**config.mk**
```make
export PLATFORM = sky130hd
export DESIGN_NAME = lcd_frame_timing_gen_flat
export DESIGN_NICKNAME = d
export VERILOG_FILES = /design/src/rtl/lcd_frame_timing_gen_if.sv /design/src/rtl/lcd_frame_timing_gen.sv /design/src/flat_wrapper.sv
export SDC_FILE = /design/constraint.sdc
export NUM_CORES = 1
export LEC_CHECK = 0
export CORE_MARGIN = 2
export CORE_UTILIZATION = 43
export CTS_BUF_LIST = sky130_fd_sc_hd__clkbuf_2 sky130_fd_sc_hd__clkbuf_4 sky130_fd_sc_hd__clkbuf_8
export DETAILED_ROUTE_END_ITERATION = 10
export PLACE_DENSITY_LB_ADDON = 0.25
export SLEW_MARGIN = 40
export SYNTH_ARGS = -nofsm -noshare
export SYNTH_HDL_FRONTEND = slang
export SYNTH_SLANG_ARGS = --single-unit
export TNS_END_PERCENT = 100
```
**constraint.sdc**
```tcl
create_clock -name PixelClk -period 7.19 [get_ports PixelClk]
set_input_delay 1.438 -clock PixelClk [delete_from_list [all_inputs] [get_ports PixelClk]]
set_output_delay 1.438 -clock PixelClk [all_outputs]
set_load 0.02 [all_outputs]
```
**src/rtl/lcd_frame_timing_gen_if.sv**
```systemverilog
// rtl/lcd_frame_timing_gen_if.sv - frame buffer read port and DVI pixel bus
interface lcd_frame_timing_gen_if #(
    parameter int AW = 16
);
    logic          fb_rd_en;
    logic [AW-1:0] fb_addr;
    logic          fb_rd_data;
    logic [23:0]   vid_pData;
    logic          vid_pHSync;
    logic          vid_pVSync;
    logic          vid_pVDE;
    logic          frame_start;

    modport master (
        output fb_rd_en, fb_addr, vid_pData, vid_pHSync, vid_pVSync, vid_pVDE, frame_start,
        input  fb_rd_data
    );

    modport slave (
        input  fb_rd_en, fb_addr, vid_pData, vid_pHSync, vid_pVSync, vid_pVDE, frame_start,
        output fb_rd_data
    );
endinterface

```
**src/rtl/lcd_frame_timing_gen.sv**
```systemverilog
// rtl/lcd_frame_timing_gen.sv - DVI timing generator with integer-scaled, centred LCD image
module lcd_frame_timing_gen #(
    parameter int H_ACTIVE = 640,
    parameter int H_FP     = 16,
    parameter int H_SYNC   = 96,
    parameter int H_BP     = 48,
    parameter int V_ACTIVE = 480,
    parameter int V_FP     = 10,
    parameter int V_SYNC   = 2,
    parameter int V_BP     = 33,
    parameter bit HS_POL   = 1'b0,
    parameter bit VS_POL   = 1'b0,
    parameter int SRC_W    = 256,
    parameter int SRC_H    = 160,
    parameter int SCALE    = 2,
    parameter int AW       = 16
) (
    input  logic        PixelClk,
    input  logic        pRst_n,
    input  logic        en,
    input  logic [23:0] fg_color,
    input  logic [23:0] bg_color,
    input  logic [23:0] border_color,
    lcd_frame_timing_gen_if.master bus
);
    localparam int H_TOTAL = H_ACTIVE + H_FP + H_SYNC + H_BP;
    localparam int V_TOTAL = V_ACTIVE + V_FP + V_SYNC + V_BP;
    localparam int X_OFF   = (H_ACTIVE - SRC_W * SCALE) / 2;
    localparam int Y_OFF   = (V_ACTIVE - SRC_H * SCALE) / 2;
    localparam int HW      = $clog2(H_TOTAL);
    localparam int VW      = $clog2(V_TOTAL);
    localparam int PW      = (SCALE > 1) ? $clog2(SCALE) : 1;

    localparam logic [HW-1:0] H_LAST = HW'(H_TOTAL - 1);
    localparam logic [HW-1:0] H_ACT  = HW'(H_ACTIVE);
    localparam logic [HW-1:0] H_IMG0 = HW'(X_OFF);
    localparam logic [HW-1:0] H_IMG1 = HW'(X_OFF + SRC_W * SCALE);
    localparam logic [HW-1:0] H_HS0  = HW'(H_ACTIVE + H_FP);
    localparam logic [HW-1:0] H_HS1  = HW'(H_ACTIVE + H_FP + H_SYNC);
    localparam logic [VW-1:0] V_LAST = VW'(V_TOTAL - 1);
    localparam logic [VW-1:0] V_ACT  = VW'(V_ACTIVE);
    localparam logic [VW-1:0] V_IMG0 = VW'(Y_OFF);
    localparam logic [VW-1:0] V_IMG1 = VW'(Y_OFF + SRC_H * SCALE);
    localparam logic [VW-1:0] V_VS0  = VW'(V_ACTIVE + V_FP);
    localparam logic [VW-1:0] V_VS1  = VW'(V_ACTIVE + V_FP + V_SYNC);
    localparam logic [PW-1:0] PH_LAST  = PW'(SCALE - 1);
    localparam logic [AW-1:0] ROW_STEP = AW'(SRC_W);

    // Stage 0: raster counters plus source-coordinate sub-counters
    logic [HW-1:0] r_h;
    logic [VW-1:0] r_v;
    logic [PW-1:0] r_sx_ph, r_sy_ph;
    logic [AW-1:0] r_sx, r_row_base;

    logic          w_line_end, w_h_img, w_v_img, w_img, w_act, w_hs, w_vs, w_origin;
    logic [HW-1:0] w_h_nxt;
    logic [VW-1:0] w_v_nxt;

    assign w_line_end = (r_h == H_LAST);
    assign w_h_nxt    = w_line_end ? '0 : r_h + HW'(1);
    assign w_v_nxt    = !w_line_end ? r_v : ((r_v == V_LAST) ? '0 : r_v + VW'(1));
    assign w_h_img    = (r_h >= H_IMG0) && (r_h < H_IMG1);
    assign w_v_img    = (r_v >= V_IMG0) && (r_v < V_IMG1);
    assign w_img      = w_h_img && w_v_img;
    assign w_act      = (r_h < H_ACT) && (r_v < V_ACT);
    assign w_hs       = (r_h >= H_HS0) && (r_h < H_HS1);
    assign w_vs       = (r_v >= V_VS0) && (r_v < V_VS1);
    assign w_origin   = (r_h == '0) && (r_v == '0);

    always_ff @(posedge PixelClk) begin
        if (!pRst_n || !en) begin
            r_h        <= '0;
            r_v        <= '0;
            r_sx       <= '0;
            r_sx_ph    <= '0;
            r_sy_ph    <= '0;
            r_row_base <= '0;
        end else begin
            r_h <= w_h_nxt;
            r_v <= w_v_nxt;
            if (w_h_nxt == H_IMG0) begin
                r_sx    <= '0;
                r_sx_ph <= '0;
            end else if (w_h_img) begin
                if (r_sx_ph == PH_LAST) begin
                    r_sx_ph <= '0;
                    r_sx    <= r_sx + AW'(1);
                end else begin
                    r_sx_ph <= r_sx_ph + PW'(1);
                end
            end
            // Row base steps by SRC_W only after SCALE repeats of a source line
            if (w_line_end) begin
                if (w_v_nxt == V_IMG0) begin
                    r_sy_ph    <= '0;
                    r_row_base <= '0;
                end else if (w_v_img) begin
                    if (r_sy_ph == PH_LAST) begin
                        r_sy_ph    <= '0;
                        r_row_base <= r_row_base + ROW_STEP;
                    end else begin
                        r_sy_ph <= r_sy_ph + PW'(1);
                    end
                end
            end
        end
    end

    // Stage 1: frame buffer request and delayed region/sync flags
    logic          r_s1_act, r_s1_img, r_s1_hs, r_s1_vs, r_s1_fs, r_rd_en;
    logic [AW-1:0] r_addr;

    always_ff @(posedge PixelClk) begin
        if (!pRst_n) begin
            r_s1_act <= 1'b0;
            r_s1_img <= 1'b0;
            r_s1_hs  <= ~HS_POL;
            r_s1_vs  <= ~VS_POL;
            r_s1_fs  <= 1'b0;
            r_rd_en  <= 1'b0;
            r_addr   <= '0;
        end else begin
            r_s1_act <= en && w_act;
            r_s1_img <= en && w_img;
            r_s1_hs  <= (en && w_hs) ? HS_POL : ~HS_POL;
            r_s1_vs  <= (en && w_vs) ? VS_POL : ~VS_POL;
            r_s1_fs  <= en && w_origin;
            r_rd_en  <= en && w_img;
            if (en && w_img) begin
                r_addr <= r_row_base + r_sx;
            end
        end
    end

    // Stage 2: registered flags; read data arrives in this cycle so the colour mux follows them
    logic r_s2_act, r_s2_img, r_s2_hs, r_s2_vs, r_s2_fs;

    always_ff @(posedge PixelClk) begin
        if (!pRst_n) begin
            r_s2_act <= 1'b0;
            r_s2_img <= 1'b0;
            r_s2_hs  <= ~HS_POL;
            r_s2_vs  <= ~VS_POL;
            r_s2_fs  <= 1'b0;
        end else begin
            r_s2_act <= r_s1_act;
            r_s2_img <= r_s1_img;
            r_s2_hs  <= r_s1_hs;
            r_s2_vs  <= r_s1_vs;
            r_s2_fs  <= r_s1_fs;
        end
    end

    logic [23:0] w_pdata;

    always_comb begin
        w_pdata = 24'h000000;
        if (r_s2_img) begin
            w_pdata = bus.fb_rd_data ? fg_color : bg_color;
        end else if (r_s2_act) begin
            w_pdata = border_color;
        end
    end

    assign bus.fb_rd_en    = r_rd_en;
    assign bus.fb_addr     = r_addr;
    assign bus.vid_pData   = w_pdata;
    assign bus.vid_pHSync  = r_s2_hs;
    assign bus.vid_pVSync  = r_s2_vs;
    assign bus.vid_pVDE    = r_s2_act;
    assign bus.frame_start = r_s2_fs;
endmodule
```
**src/flat_wrapper.sv**
```systemverilog
// flat-port wrapper written by rule: the top's interface ports become plain ports
module lcd_frame_timing_gen_flat 
#(
    parameter int H_ACTIVE = 640,
    parameter int H_FP     = 16,
    parameter int H_SYNC   = 96,
    parameter int H_BP     = 48,
    parameter int V_ACTIVE = 480,
    parameter int V_FP     = 10,
    parameter int V_SYNC   = 2,
    parameter int V_BP     = 33,
    parameter bit HS_POL   = 1'b0,
    parameter bit VS_POL   = 1'b0,
    parameter int SRC_W    = 256,
    parameter int SRC_H    = 160,
    parameter int SCALE    = 2,
    parameter int AW       = 16
)
  (PixelClk, pRst_n, en, fg_color, bg_color, border_color, bus_fb_rd_en, bus_fb_addr, bus_vid_pData, bus_vid_pHSync, bus_vid_pVSync, bus_vid_pVDE, bus_frame_start, bus_fb_rd_data);
  lcd_frame_timing_gen_if #(.AW(AW)) bus_i ();
  input  logic PixelClk;
  input  logic pRst_n;
  input  logic en;
  input  logic [23:0] fg_color;
  input  logic [23:0] bg_color;
  input  logic [23:0] border_color;
  output wire logic [$bits(bus_i.fb_rd_en)-1:0] bus_fb_rd_en;
  output wire logic [$bits(bus_i.fb_addr)-1:0] bus_fb_addr;
  output wire logic [$bits(bus_i.vid_pData)-1:0] bus_vid_pData;
  output wire logic [$bits(bus_i.vid_pHSync)-1:0] bus_vid_pHSync;
  output wire logic [$bits(bus_i.vid_pVSync)-1:0] bus_vid_pVSync;
  output wire logic [$bits(bus_i.vid_pVDE)-1:0] bus_vid_pVDE;
  output wire logic [$bits(bus_i.frame_start)-1:0] bus_frame_start;
  input wire logic [$bits(bus_i.fb_rd_data)-1:0] bus_fb_rd_data;
  assign bus_fb_rd_en = bus_i.fb_rd_en;
  assign bus_fb_addr = bus_i.fb_addr;
  assign bus_vid_pData = bus_i.vid_pData;
  assign bus_vid_pHSync = bus_i.vid_pHSync;
  assign bus_vid_pVSync = bus_i.vid_pVSync;
  assign bus_vid_pVDE = bus_i.vid_pVDE;
  assign bus_frame_start = bus_i.frame_start;
  assign bus_i.fb_rd_data = bus_fb_rd_data;
  lcd_frame_timing_gen #(.H_ACTIVE(H_ACTIVE), .H_FP(H_FP), .H_SYNC(H_SYNC), .H_BP(H_BP), .V_ACTIVE(V_ACTIVE), .V_FP(V_FP), .V_SYNC(V_SYNC), .V_BP(V_BP), .HS_POL(HS_POL), .VS_POL(VS_POL), .SRC_W(SRC_W), .SRC_H(SRC_H), .SCALE(SCALE), .AW(AW)) u_core (.PixelClk(PixelClk), .pRst_n(pRst_n), .en(en), .fg_color(fg_color), .bg_color(bg_color), .border_color(border_color), .bus(bus_i));
endmodule
```
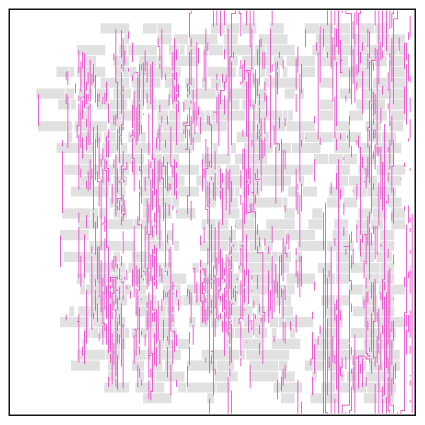
met2.png
(4 px per micron) Cells faint in the background.
562 nets have wire on it. The layer carries 5140 microns of wire. The layer holds 48% of the routed length.
M2 GR Usage: 35.5%
sum of routed wire length over all layers: 10.6 mm
vias post-DR: 3817

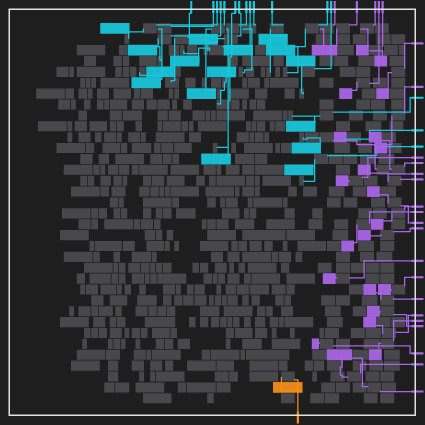
port_nets.png
(4 px per micron)
Key: bus_fb_addr = cyan [bits 16, direction output, edge 13 north, 3 east, end cells 16, wire 433 microns]; bus_vid_pHSync = orange [bits 1, direction output, edge south, end cells 1, wire 17.7 microns]; bus_vid_pData = purple [bits 24, direction output, edge 19 east, 5 north, end cells 24, wire 343 microns]

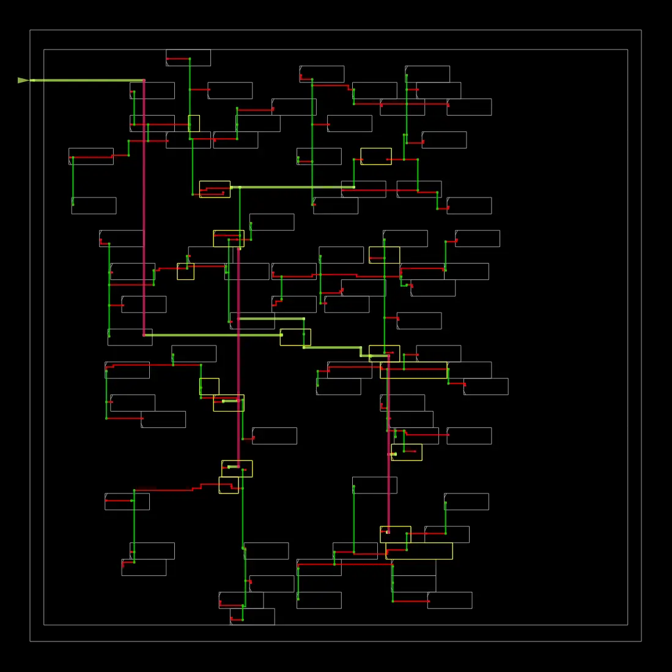
final_clocks.png
Post-Route Skew: 0.0121 ns
clock net sink count: 72
latest clock arrival within the worst-skew pair: 0.35 ns
number of clock buffers in the layout: 10

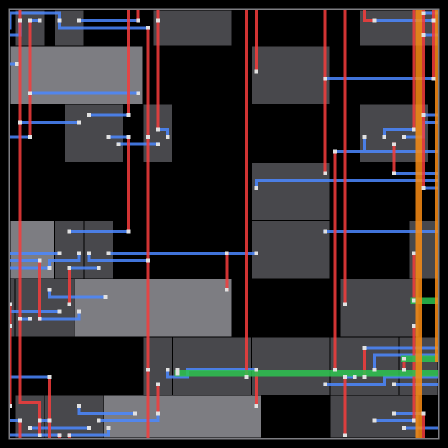
zoom.png
Region (66, 66) to (86, 86) microns. Cells in gray, sequential cells in the stronger gray; small squares are vias.
Key: met3 = green; met1 = blue; met4 = orange; met2 = red
Sequential cells in the window: 3. Most frequent: nand2_1 (7), clkdlybuf4s50_1 (7). Netlist names of flops here include u_core.bus.fb_addr (2), u_core.r_sx (1). 24 logic cells have their middle in the window.

[sequential cells by signal, indices dropped and copies added (netlist names)]
signal and count:
u_core.r_sx 16, u_core.bus.vid_pHSync 1, u_core.bus.fb_addr 16, u_core.bus.frame_start 1
u_core.r_sy_ph 1, u_core.bus.vid_pVDE 1, u_core.r_s1_hs 1, u_core.r_s1_act 1
u_core.r_sx_ph 1, u_core.r_s1_fs 1, u_core.r_v 10, u_core.bus.vid_pVSync 1
u_core.r_h 10, u_core.r_s2_img 1, u_core.r_row_base 8, u_core.r_s1_vs 1
u_core.r_s1_img 1
[Yosys cell counts, types with 3 or more instances]
master and count:
a21boi_0 12, a21oi_1 16, a22o_1 23, and2_1 11
and3_1 13, buf_2 3, clkbuf_1 28, dfxtp_1 72
ha_1 13, inv_1 9, mux2_2 24, mux2i_1 3
nand2_1 46, nand2b_1 3, nand3_1 24, nand3b_1 4
nand4_1 15, nor2_1 39, nor2b_1 5, nor3_1 13
nor4_1 4, o21ai_0 12, or3_1 6, xnor2_1 20
xor2_1 18
[worst max-delay path, delay by kind of cell]
| family | cells | cell delay (ns) |
|---|---|---|
| multiplexers | 1 | 0.40 |
| AND-OR/OR-AND | 1 | 0.18 |
| buffers and inverters | 2 | 0.97 |
[routing by layer]
metal / routed length [microns] / global-route usage (%) / vias up
li1: - / - / 1889
met1: 4420 / 26.2 / 1769
met2: 5140 / 35.5 / 142
met3: 857 / 4.35 / 17
met4: 212 / 7.59 / 0
met5: 0 / 0 / -
[per-stage QoR]
stage	hold slack (ns)	instances	setup slack [ns]	power (mW)	util, %
floorplan	0.386	474	3.11	0.443	-
global placement	0.392	674	2.00	0.495	57.4
detailed placement	0.396	674	2.76	0.496	57.4
CTS	0.413	690	2.76	0.854	59.9
global route	0.435	690	2.68	0.880	59.9
finish	0.412	690	2.75	0.847	59.9
==> Table 3: Implementation characteristics <==
Table: implementation figures

Parameter                              Value

Run status
  Outcome    complete, no violations

Worst setup path
  Capture instance of the worst register-to-register path    u_core.r_sy_ph$_SDFFE_PP0P_
  Worst Path Required    5.75 ns
  Cell with the biggest individual delay on the critical path    clkdlybuf4s50_1
  Register-to-Register Path Depth    8
  Critical path, cell by cell    buf_2 > mux2_2 > a22o_1 > clkdlybuf4s50_1
  Data arrival, critical path    3.00 ns
  Kind of end point of the critical path    primary output

CTS
  CTS tree    done
  CTS H-tree lvls    3
  Number of gates resized after CTS    0
  Hold bufs inserted after CTS    0

GRT
  Vias in the first global route    3548
  Antenna violations before repair    0
  Congestion Overflow GR    0
  Combined global-route utilization of all metal layers    20.9%

Drt
  Number of nets with antenna violations after routing    0
  Routed length per placed instance    15.4 microns
  Post-route DRC violation count    0
  Iteration tally of the first detailed-router pass    4

Yosys
  Cells taking the most area after synthesis    dfxtp_1, mux2_2, a22o_1
  Post-Synth Simple-Gate Area    25.3%
  EDFF count, synth    0
  Yosys reg bits    72
  Synth warnings    0
  Area reported by Yosys stat    4060 sq um
  Number of distinct library cells after synthesis    54
  Synthesized area divided by synthesized cell count    8.56 sq um
  Adder-cell share of the synthesized area    4.01%
  Combinational family with the most area after synthesis    simple AND/OR/NAND/NOR gates
  Area of the mapped netlist    4060 sq um
  Syn Inst Count    474
  Top-area cell share    35.5%
  Post-synthesis share of cell area spent on xor and xnor gates    8.20%

Floorplan
  Overall die height    101 microns
  Chip area    10200 sq um
  Placement Rows    35
  Standard cell core area    9200 sq um
  Die extent in x    101 microns

Layout
  Total number of sequential cells    72
  Gate Area    2450 sq um
  Non-clock buffering overhead    22.0%
  Share of the final layout cell area in multi-input gates    44.5%
  Diode insertion count for antenna repair    0
  Layout-stage area growth over the synthesis result    35.7%
  Fraction of standard cell area that is sequential    26.2%
  Dominant logic cell types in the final layout    clkdlybuf4s50_1, dfxtp_1, nand2_1
  Number of fill cells in the layout    826
  Share of final-layout standard cells stronger than drive strength 1    9.67%
  Post-route design area    5510 sq um
  Final-layout clock-cell area share    4.13%

STA
  Setup TNS Final    0 ns
  Final worst path period share    61.7%
  Clock period minus final worst setup slack    4.44 ns
  Count of final max-slew check failures    0
  Transition at the pin with the smallest max-transition slack    0.756 ns

Power
  Power Dens Cells    154 nW/um^2
  Switching power of the nets    0.184 mW
  Internal Power    0.663 mW

Place
  Post-detailed-placement cell area    5280 sq um
  Final RePlAce weighted congestion    0.882

Min path
  Startpoint of the tightest hold check path    u_core.r_s1_hs$_SDFF_PN1_
  Class of the most critical hold timing path    reg -> reg
  Endpoint, Worst Hold    u_core.bus.vid_pHSync$_SDFF_PN1_
  Count of cells along the worst hold path    1

Job
  OpenROAD warnings    28
Power and IR drop assume default switching activity.
